Clock nets:
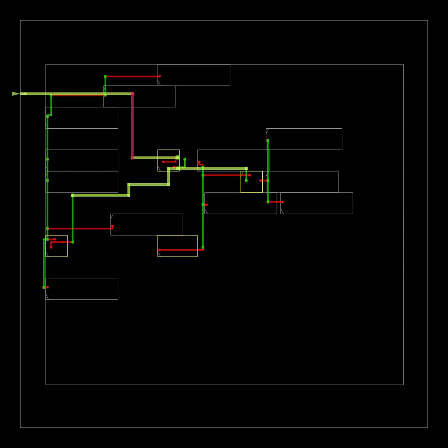
Placed cells, one color a class:
Bar = 20 microns.
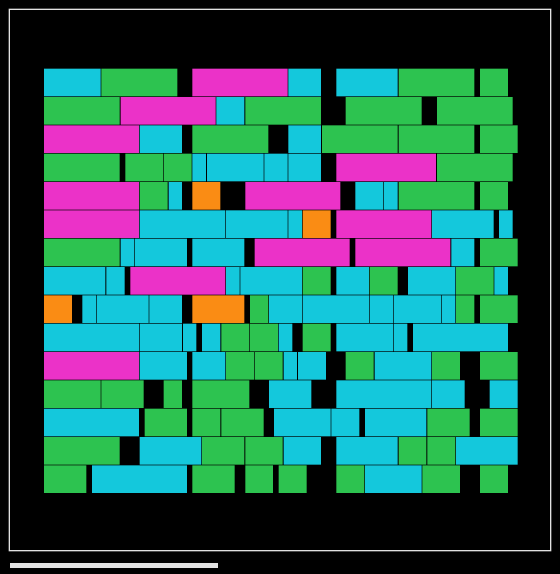
==> config.mk <==
export PLATFORM = sky130hd
export DESIGN_NAME = sub8_reg_unit
export DESIGN_NICKNAME = d
export VERILOG_FILES = /design/src/rtl/sub8_reg_unit.sv
export SDC_FILE = /design/constraint.sdc
export NUM_CORES = 1
export LEC_CHECK = 0
export CORE_MARGIN = 3
export CORE_UTILIZATION = 39
export DETAILED_ROUTE_END_ITERATION = 12
export HOLD_SLACK_MARGIN = 0.1
export PLACE_DENSITY_LB_ADDON = 0.2
export SYNTH_ARGS = -nofsm -noshare
export SYNTH_HDL_FRONTEND = slang
export SYNTH_SLANG_ARGS = --single-unit
==> constraint.sdc <==
create_clock -name clk -period 1.4 [get_ports clk]
set_input_delay 0.35 -clock clk [delete_from_list [all_inputs] [get_ports clk]]
set_output_delay 0.35 -clock clk [all_outputs]
set_load 0.1 [all_outputs]
==> job_summary.md <==
## PnR job results

| Metric | Value |
|---|---|
| Worst-Margin Slew | `0.2781 ns` |
| Post-DRT Antenna Nets | `0` |
| Power share of the clock group | `between 10% and 20%` |
| Crit path time final | `2.096 ns` |
| Failing checks | `setup timing` |
| Share of layout cells above drive strength 1 | `65.93%` |
| CTS Buf Count | `3` |
| Cell area after placement | `1460 sq um` |
| Yosys cell types | `28` |
| Hold WC Path Type | `in2async` |
| Die area | `2687 sq um` |
| Clock Path Buffers | `2` |
| Leakage power | `0.8101 nW` |
| Synth cell count leaders | `dfrtp_1, inv_1, ha_1, mux2_2` |
| Initial antenna violation count | `0` |
| Setup violations, final | `9` |
| Tot GR Track Use | `22.34%` |
| Gr ovfl total | `0` |
| Area leader, netlist | `dfrtp_1` |
| CTS tree | `done` |
| Mapped cell area | `just over 800 sq um` |
| WP data required | `around 1.6 ns` |
| Asr flop ratio synth | `100.0%` |
| IO Pins | `34` |
| Comb pwr share | `64.7%` |
| DRT Wirelength | `3.506 mm` |
| Max Cap Viol | `0` |
| Final WS setup | `-0.6960 ns` |
| Pwr dens | `1262 nW/um^2` |
| Seq share, synth | `36.64%` |
| IO Port Bufs | `31` |
| Pint | `1.167 mW` |
| Psw | `1.013 mW` |
| Tool warning count | `31` |
| Fill cell instance count of the final layout | `around 56` |
| Crit path buffers/inverters | `2` |
| Main area contributors | `dfrtp_1, ha_1, mux2_2, xnor2_1, inv_1` |
| First-pass GRT wire length | `4.298 mm` |
| Fin Hold WS | `0.3752 ns` |
| Pin count of the biggest net entering global routing | `13` |
| Post-route setup TNS | `-3.594 ns` |
| RSZ-0062 raised after global routing | `yes` |
| R2r worst-path depth | `1` |
| Most used routing layer in global routing | `met2` |
| Largest type area fraction | `36.64%` |
| Max reg flops | `8` |
| CP max stage cell | `or4_4` |
| CTS root buf | `clkbuf_4` |
| FF/Latch Area | `301.5 sq um` |
| Seq cells post-synth | `12` |
| Drt pass-1 iters | `4` |
| Final Slew Violations | `0` |
| Die Ht | `51.84 microns` |
| Crit end category | `flop` |
| Met2 GRT Util | `41.63%` |
| Yosys top cell by instances | `dfrtp_1` |
| Met3 Use GR | `just over 5%` |
| Met1 Resource Use GR | `22.92%` |
| Worst vdd ir | `0.001264 V` |
| Area delta synth->final | `110.7%` |
| R2R Setup Slk | `0.54 ns` |
| CP Class | `in2reg` |
| Fp_density | `around 44%` |
| Crit-path cells | `buf_12 -> inv_12 -> ha_4 -> fa_2 -> nor2b_4 -> or3_1 -> a21oi_2 -> xnor2_2 -> or4_4 -> o32ai_2` |
| Main synth FF type | `dfrtp_1` |
| DR WL/cell | `roughly 22 microns` |
| Sw Ratio | `46.47%` |
| Clock Pin Slew Worst Setup and Hold Paths | `0.07 ns` |
| Vias in the first global route | `931` |
| Max Fclk | `477.1 MHz` |
| Die Wd | `51.84 microns` |
| Delay-heaviest family, CP | `simple AND/OR/NAND/NOR gates` |
| DRC Markers | `0` |
| GP Congestion | `~0.77` |
| Violation count after the first detailed-route iteration | `31` |
| Cells after Synth | `78` |
| Yosys warns | `0` |
| Post-Syn Nets | `108` |
| CP max FO | `2` |
| Htree depth | `1` |
| Final nets | `166` |
| Via/cell ratio | `about 5.5` |
| Outcome | `finished, violations left` |
| Synthesized area per cell | `10.51 sq um` |
| EDFF count, synth | `0` |
| Yosys cell count | `78` |
| Final Hold Fails | `0` |
| Part of the power in registers | `22.6%` |
| Via count | `875` |
| Core Region | `1858 sq um` |
| Diodes inserted | `0` |
| Slew HR | `81.44%` |
| Max incr delay on CP | `0.43 ns` |
| Clock latency on the worst-skew pair | `~0.27 ns` |
| Worst Setup Start Kind | `primary input` |
| Critical path arrival | `2.28 ns` |
| Clk sink count | `12` |
| Yosys synthesis chip area | `819.5 sq um` |
| Hpwl dp | `roughly 1.7 mm` |
| Post-layout period usage | `149.7%` |
| WP depth | `10` |
| Area of the multi-input gates | `644.4 sq um` |
-- 'clock nets' (at the start) --
clock network power: 0.277 mW
flop count: 12
clk_skew: 0 ns

-- 'placed cells, one color a class' (at the start) --
green -> remaining buffers and delay cells  # cells 55
magenta -> registers  # cells 12
cyan -> remaining logic cells  # cells 64
orange -> clock drivers and dummy loads  # cells 4
Seq/total area: 17.46%
design area: 1727 sq um
final core occ: 92.93%
Cell Rows: 15

## cell type report
class                   count  area share (%)
well taps                  25           1.812
inverters                  11           3.985
flip-flops and latches     12           17.46
multi-input cells          53           37.32
clock buffers               4           2.101
repair buffers             55           37.32
## through the flow
stage / power, mW / cells / setup WS (ns)
finish: 2.179 / 160 / -0.6960
global route: 2.244 / 160 / -0.7570
CTS: 2.025 / 154 / -0.6930
detailed placement: 1.697 / 146 / -1.413
global placement: 1.672 / 146 / -1.341
floorplan: 1.200 / 78 / -0.6570
## power by group through the flow
stage / Combinational, mW / Clock, mW / Sequential, mW
floorplan: 0.299 / 0 / 0.901
global placement: 1.18 / 0 / 0.488
detailed placement: 1.21 / 0 / 0.492
CTS: 1.26 / 0.282 / 0.487
global route: 1.45 / 0.293 / 0.499
finish: 1.41 / 0.277 / 0.493
## logic make-up after synthesis
logic type                 after synthesis  share of synthesized area [%]
muxes                                    6                          8.244
DFF                                     12                          36.64
adders and majority gates                9                          14.66
xor gates and xnor gates                 6                          6.412
and+or+nand+nor                         15                          10.69
AOI/OAI and AO/OA                       17                          16.03
buffers and inverters                   13                          7.329
## cells in the final DEF (no fill, tap or decap), types with 2 or more instances in the layout
master	count
mux2_4	5
buf_6	7
clkbuf_4	3
inv_2	3
o21ai_0	2
buf_8	2
buf_12	14
ha_4	5
dfrtp_1	11
xnor2_1	2
ha_1	2
xnor2_2	3
a21o_1	2
clkdlybuf4s50_1	6
inv_1	5
clkbuf_2	3
buf_4	20
nand2_1	3
clkdlybuf4s15_1	3
inv_12	2
o21a_1	2
nor2_1	3
nand2b_4	2
## timing repair
| action | in CTS | in global routing |
|---|---|---|
| pin swaps | 18 | 22 |
| buffers inserted | 4 | 8 |
| hold buffers | 0 | 0 |
| endpoints found under the setup margin | 10 | 9 |
| resized | 39 | 45 |
## per-layer routing
metal | share of wire [%] | vias to the layer above | wire length [microns]
li1 | - | 382 | -
met4 | 5.9 | 0 | 206
met1 | 35 | 425 | 1243
met2 | 53 | 47 | 1845
met5 | 0 | - | 0
met3 | 6.0 | 21 | 211
Power is estimated from default activity; no workload was simulated.
